==> run_1/port_nets.png <==
Scale bar: 20 um.
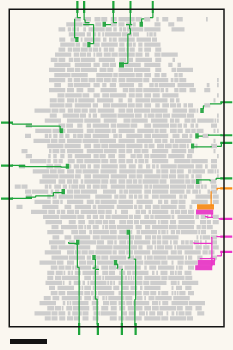
==> run_1/registers.png <==
Scale bar: 20 um. Other sequential cells in the stronger gray, the rest of the logic in the fainter gray.
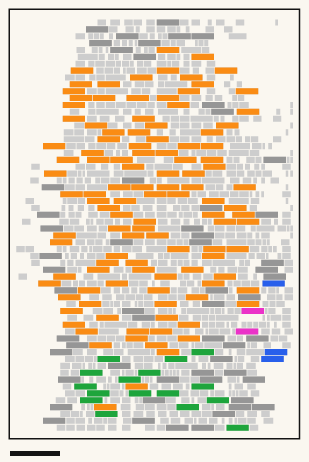
==> run_1/density.png <==
Scale bar: 20 um. The die is cut into 11 by 17 equal tiles; white is low, dark blue is high, 0 to 100% covered.
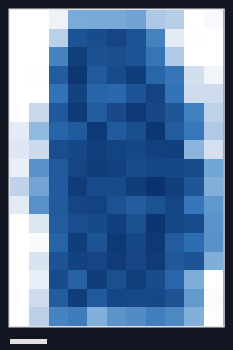
==> config.mk <==
export PLATFORM = sky130hd
export DESIGN_NAME = alu_issue_ctrl
export DESIGN_NICKNAME = d
export VERILOG_FILES = /design/src/rtl/alu_issue_ctrl.sv
export SDC_FILE = /design/constraint.sdc
export NUM_CORES = 1
export LEC_CHECK = 0
export CAP_MARGIN = 20
export CORE_ASPECT_RATIO = 1.5
export CORE_MARGIN = 2
export CORE_UTILIZATION = 55
export CTS_CLUSTER_SIZE = 24
export DETAILED_ROUTE_END_ITERATION = 7
export PLACE_DENSITY = 0.91
export SLEW_MARGIN = 20
export SYNTH_ARGS = -nofsm -noshare
export SYNTH_HDL_FRONTEND = slang
export SYNTH_SLANG_ARGS = --single-unit
==> constraint.sdc <==
create_clock -name clk -period 2.5 [get_ports clk]
set_input_delay 0.375 -clock clk [delete_from_list [all_inputs] [get_ports clk]]
set_output_delay 0.375 -clock clk [all_outputs]
set_load 0.005 [all_outputs]
==> results_dict.tcl, run 1 <==
# collected from the flow reports
set metrics [dict create \
    outcome "finished, final reports clean" \
    tool_warnings 26 \
    place_congestion 0.8598 \
    holdPathStages 2 \
    period_needed_ns 2.423 \
    fin_area_mm2 0.01220 \
    chip_area_mm2 0.01938 \
    critPathMaxStageDelay_ns 0.52 \
    p_leak_nw 5.223 \
    syn_area_mm2 0.01005 \
    rsz0062_at_grt "no" \
    routed.top_layer "met4" \
    ys_sh_xor_pct 0.08718 \
    p_seq_mw 5.76 \
    globalRouteMet1Util_pct 38.27 \
    met3WireLength_um 2393 \
    r2r_slack_ns 0.53 \
    path_depth 4 \
    yosysMostFrequentCell "dfrtp_1" \
    gr-usage-met2_pct 55.54 \
    tightest_slew_ns 0.7706 \
    critPathRequiredTime_ns 2.12 \
    r2r_cells 4 \
    synth_seq_share_pct 47.33 \
    worstPathCellList "mux4_2, nand2_1, o21ai_0, clkdlybuf4s50_1" \
    relSlewSlack_pct 48.63 \
    antenna_found_initial 0 \
    drc 0 \
    setup_viol 0 \
    vias 8179 \
    nMultiInputCombCells 546 \
    overflow 0 \
    mux_share_pct 31.86 \
    cts_sinks 190 \
    combGateArea_mm2 0.004876 \
    met2_length_um 15660 \
    fillers 1175 \
    cts_tree "done" \
    yosys_cells 822 \
    switching_share_pct 34.71 \
    ctsHoldBuffers 1 \
    comb_cell_power_mw 4.42 \
    synth-simple-area-share_pct 3.649 \
    inverters 20 \
    max_cap_viol_count 0 \
    critPathKind "flip-flop to primary output" \
    busiest_layer "met2" \
    grt_max_degree 70 \
    cts_root_buf "clkbuf_16" \
    end_kind "primary output" \
    maxPowerGroup "registers" \
    fin_crit_sh_pct 96.93 \
    arrival_ns 2.05 \
    nWellTaps 217 \
    p_per_area_mw_per_mm2 1043 \
    adder_share_pct 0 \
    avgSynthCellArea_um2 12.22 \
    clock_latency_ns 0.44 \
    nClkBuffers 17 \
    post-place-ws_ns -0.2687 \
    logic_family "multiplexers" \
    cp-start-kind "flip-flop" \
    path_delay_family "multiplexers" \
    top_cells_by_area "dfrtp_1, mux2_2, mux2i_1" \
    drt_iter0_markers 989 \
    buffer_area_share_pct 13.81 \
    synth_area_leader_cell "dfrtp_1" \
    fin_hold_ws_ns 0.4847 \
    nets 996 \
    ctsResizeCount 2 \
    drt-total-wl_um 30900 \
    power_mw 12.72 \
    dp_hpwl_um 19270 \
    p_int_mw 8.306 \
    ff_type "dfrtp_1" \
    instances_no_fill 1175 \
    p_switching_mw 4.416 \
    pwr-share-clk_pct 20.0 \
    synth_warnings 0 \
    worst-path-max-fanout 4 \
    place_area_mm2 0.01166 \
    wl_per_cell_um 26.30 \
    cp_slowest_cell "mux4_2" \
    skew_ns 0.01231 \
    edf_count 0 \
    fin_tns_setup_ns 0 \
    largest_reg_flops 112 \
    die_x_um 114.4 \
    path_buffers 1 \
    p_clk_mw 2.55 \
    ant_nets 0 \
    die_h_um 169.5 \
    grt.total_usage_pct 32.97 \
    yosysUniqueCellTypes 41 \
    grt_pass1_wl_um 48390 \
    use_met3_pct 5.464 \
    comb_area_share_pct 39.97 \
    num_rows 60 \
    final-clk-cell-share_pct 4.410 \
    clk_pin_slew_worst_paths_ns 0.08 \
    nNonClkBuffers 171 \
    synthAoiAreaFrac_pct 12.24 \
    largest_class "logic gates" \
    yosys_area_mm2 0.01005 \
    drive_gt1_share_pct 29.54 \
    timing.final.hold_violations 0 \
    cts_max_level 4 \
    worst_slack_ns 0.07681 \
    lay_top_cells "dfrtp_1, mux2_2, clkdlybuf4s50_1, mux2i_1, a22oi_1" \
    top_area_share_pct 47.33 \
    cts_max_path_buffers 2 \
    synthTopCellsByCount "dfrtp_1, mux2_2, mux2i_1" \
]
## Picture notes: port_nets.png
Key: orange = err_illegal [direction output, end cells 1, buffers 1, wire 12.2 um]; green = dbg_data [direction output, end cells 16, buffers 16, wire 429 um]; magenta = alu_sel [direction output, end cells 3, buffers 3, wire 51.5 um]
Buffers on Ports: 122
I/O pin count: 139

## Picture notes: registers.png
Key: green = wb_data [sequential cells 16]; blue = alu_sel [sequential cells 3]; orange = rf_reg [sequential cells 112]; magenta = state_reg [sequential cells 2]
Another 57 sequential cells are not colored.
flop share of the area: 38.97%
fin util: 68.00%
FF+latch area: 0.004755 mm^2

## Picture notes: density.png
54% of the tiles are over 75% full. 13% of the tiles are nearly empty. The mean over all tiles is 62%.
Initial Util: 55.99%
core area: 0.01794 mm^2

## Run 2: what changed since run 1
--- a/config.mk
+++ b/config.mk
@@ -11,7 +11,8 @@
 export CORE_UTILIZATION = 55
 export CTS_CLUSTER_SIZE = 24
 export DETAILED_ROUTE_END_ITERATION = 7
-export PLACE_DENSITY = 0.91
+export DONT_BUFFER_PORTS = 1
+export PLACE_DENSITY = 0.81
 export SLEW_MARGIN = 20
 export SYNTH_ARGS = -nofsm -noshare
 export SYNTH_HDL_FRONTEND = slang
==> run_2/port_nets.png <==
Scale bar: 20 um.
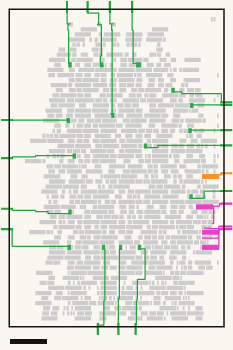
Key: magenta = alu_sel [direction output, end cells 3, buffers 0, wire 49.1 um]; orange = err_illegal [direction output, end cells 1, buffers 0, wire 2.50 um]; green = dbg_data [direction output, end cells 16, buffers 3, wire 566 um]
Buffers on Ports: 0

==> run_2/pdn.png <==
Scale bar: 20 um. Pins as bars on the die edge. Tap cells in gray.
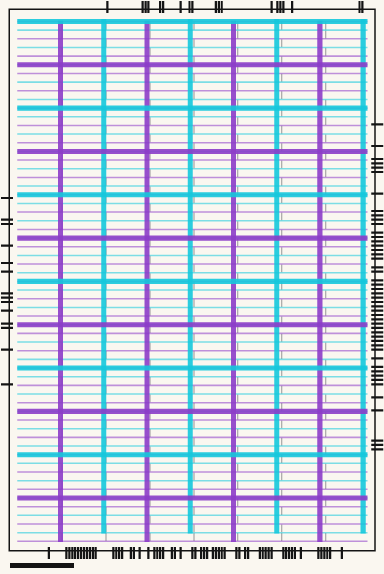
Key: purple = VSS; cyan = VDD
139 signal pins sit on the boundary. The core has 60 rows. 61 met1 rails follow the rows. 8 straps on met4. 12 straps on met5.
die height: 169.5 um
Die Width: 114.4 um

==> run 2 against run 1 <==
Effect of this change:
- the run now ends with negative hold slack left
- register-to-register slack got worse by 0.06 ns
- clock-buffer cell count grew 2
- clock power increased by 8.6%
- area after synthesis stayed put
- non-clock buffer count is 150 lower
- critical path depth is the same
- synthesized cell count stayed put
- global-route usage is 4.7 points lower
- clock skew decreased by 0.0026 ns
- highest routed layer unchanged
==> results_dict.tcl, run 2 <==
# collected from the flow reports
set metrics [dict create \
    syn_area_mm2 0.01005 \
    relSlewSlack_pct 32.19 \
    outcome "finished with violations" \
    comb_cell_power_mw 3.10 \
    max_cap_viol_count 0 \
    worst_slack_ns 0.3992 \
    synthTopCellsByCount "dfrtp_1, mux2_2, mux2i_1" \
    r2r_slack_ns 0.47 \
    ant_nets 0 \
    avgSynthCellArea_um2 12.22 \
    synthAoiAreaFrac_pct 12.24 \
    met2_length_um 13500 \
    chip_area_mm2 0.01938 \
    core_area_mm2 0.01794 \
    instances_no_fill 1026 \
    final-clk-cell-share_pct 5.592 \
    synth-simple-area-share_pct 3.649 \
    arrival_ns 1.73 \
    setup_viol 0 \
    nClkBuffers 19 \
    largest_reg_flops 112 \
    timing.final.hold_violations 190 \
    combGateArea_mm2 0.004881 \
    met1_length_um 9504 \
    top_cells_by_area "dfrtp_1, mux2_2, mux2i_1" \
    top_area_share_pct 47.33 \
    synth_warnings 0 \
    lay_top_cells "dfrtp_1, mux2_2, mux2i_1, a22oi_1, nand2_1" \
    nMultiInputCombCells 546 \
    seq_share_pct 44.27 \
    synth_area_leader_cell "dfrtp_1" \
    critPathKind "flip-flop to primary output" \
    clk_pin_slew_worst_paths_ns 0.08 \
    fin_area_mm2 0.01074 \
    ff_type "dfrtp_1" \
    logic_family "multiplexers" \
    synth_seq_share_pct 47.33 \
    num_rows 60 \
    worst-path-max-fanout 4 \
    p_int_mw 7.700 \
    io_pins 139 \
    yosysUniqueCellTypes 41 \
    tool_warnings 30 \
    gr-usage-met2_pct 46.82 \
    ys_sh_xor_pct 0.08718 \
    tightest_slew_ns 1.017 \
    skew_ns 0.009745 \
    edf_count 0 \
    path_delay_family "multiplexers" \
    cp-start-kind "flip-flop" \
    yosys_area_mm2 0.01005 \
    seqCellArea_mm2 0.004755 \
    p_per_area_mw_per_mm2 1072 \
    drc 0 \
    period_needed_ns 2.101 \
    mux_share_pct 31.86 \
    p_switching_mw 3.812 \
    nNonClkBuffers 21 \
    cp_slowest_cell "mux4_2" \
    fin_util_pct 59.86 \
    cts_sinks 190 \
    adder_share_pct 0 \
    end_kind "primary output" \
    ctsResizeCount 0 \
    r2r_cells 3 \
    comb_area_share_pct 45.45 \
    cts_max_level 4 \
    wl_per_cell_um 25.89 \
    overflow 0 \
    rsz0062_at_grt "no" \
    fp_util_pct 55.99 \
    violations "negative hold slack" \
    buffer_area_share_pct 1.468 \
    inverters 20 \
    worstPathCellList "mux4_2, nand2_1, o21ai_0, buf_4" \
    grt.total_usage_pct 28.25 \
    use_met3_pct 6.821 \
    cts_max_path_buffers 2 \
    dp_hpwl_um 16310 \
    nWellTaps 217 \
    post-place-ws_ns 0.5012 \
    vias 6992 \
    path_buffers 1 \
    antenna_found_initial 0 \
    met3WireLength_um 2021 \
    busiest_layer "met2" \
    place_area_mm2 0.01014 \
    p_leak_nw 4.626 \
    critPathRequiredTime_ns 2.12 \
    routed.top_layer "met4" \
    yosysMostFrequentCell "dfrtp_1" \
    fillers 1379 \
    clock_latency_ns 0.44 \
    yosys_cells 822 \
    critPathMaxStageDelay_ns 0.46 \
    fin_hold_ws_ns -0.3800 \
    fin_crit_sh_pct 84.03 \
    nets 846 \
    switching_share_pct 33.11 \
    path_depth 4 \
    drt-total-wl_um 26560 \
    maxPowerGroup "registers" \
    grt_pass1_wl_um 41370 \
    p_clk_mw 2.77 \
    p_seq_mw 5.65 \
    place_congestion 0.8183 \
    grt_max_degree 191 \
    largest_class "logic gates" \
    globalRouteMet1Util_pct 33.04 \
    fin_tns_setup_ns 0 \
    pwr-share-clk_pct 24.1 \
]
Power figures rest on the tool's default switching activity, not on a simulated workload.
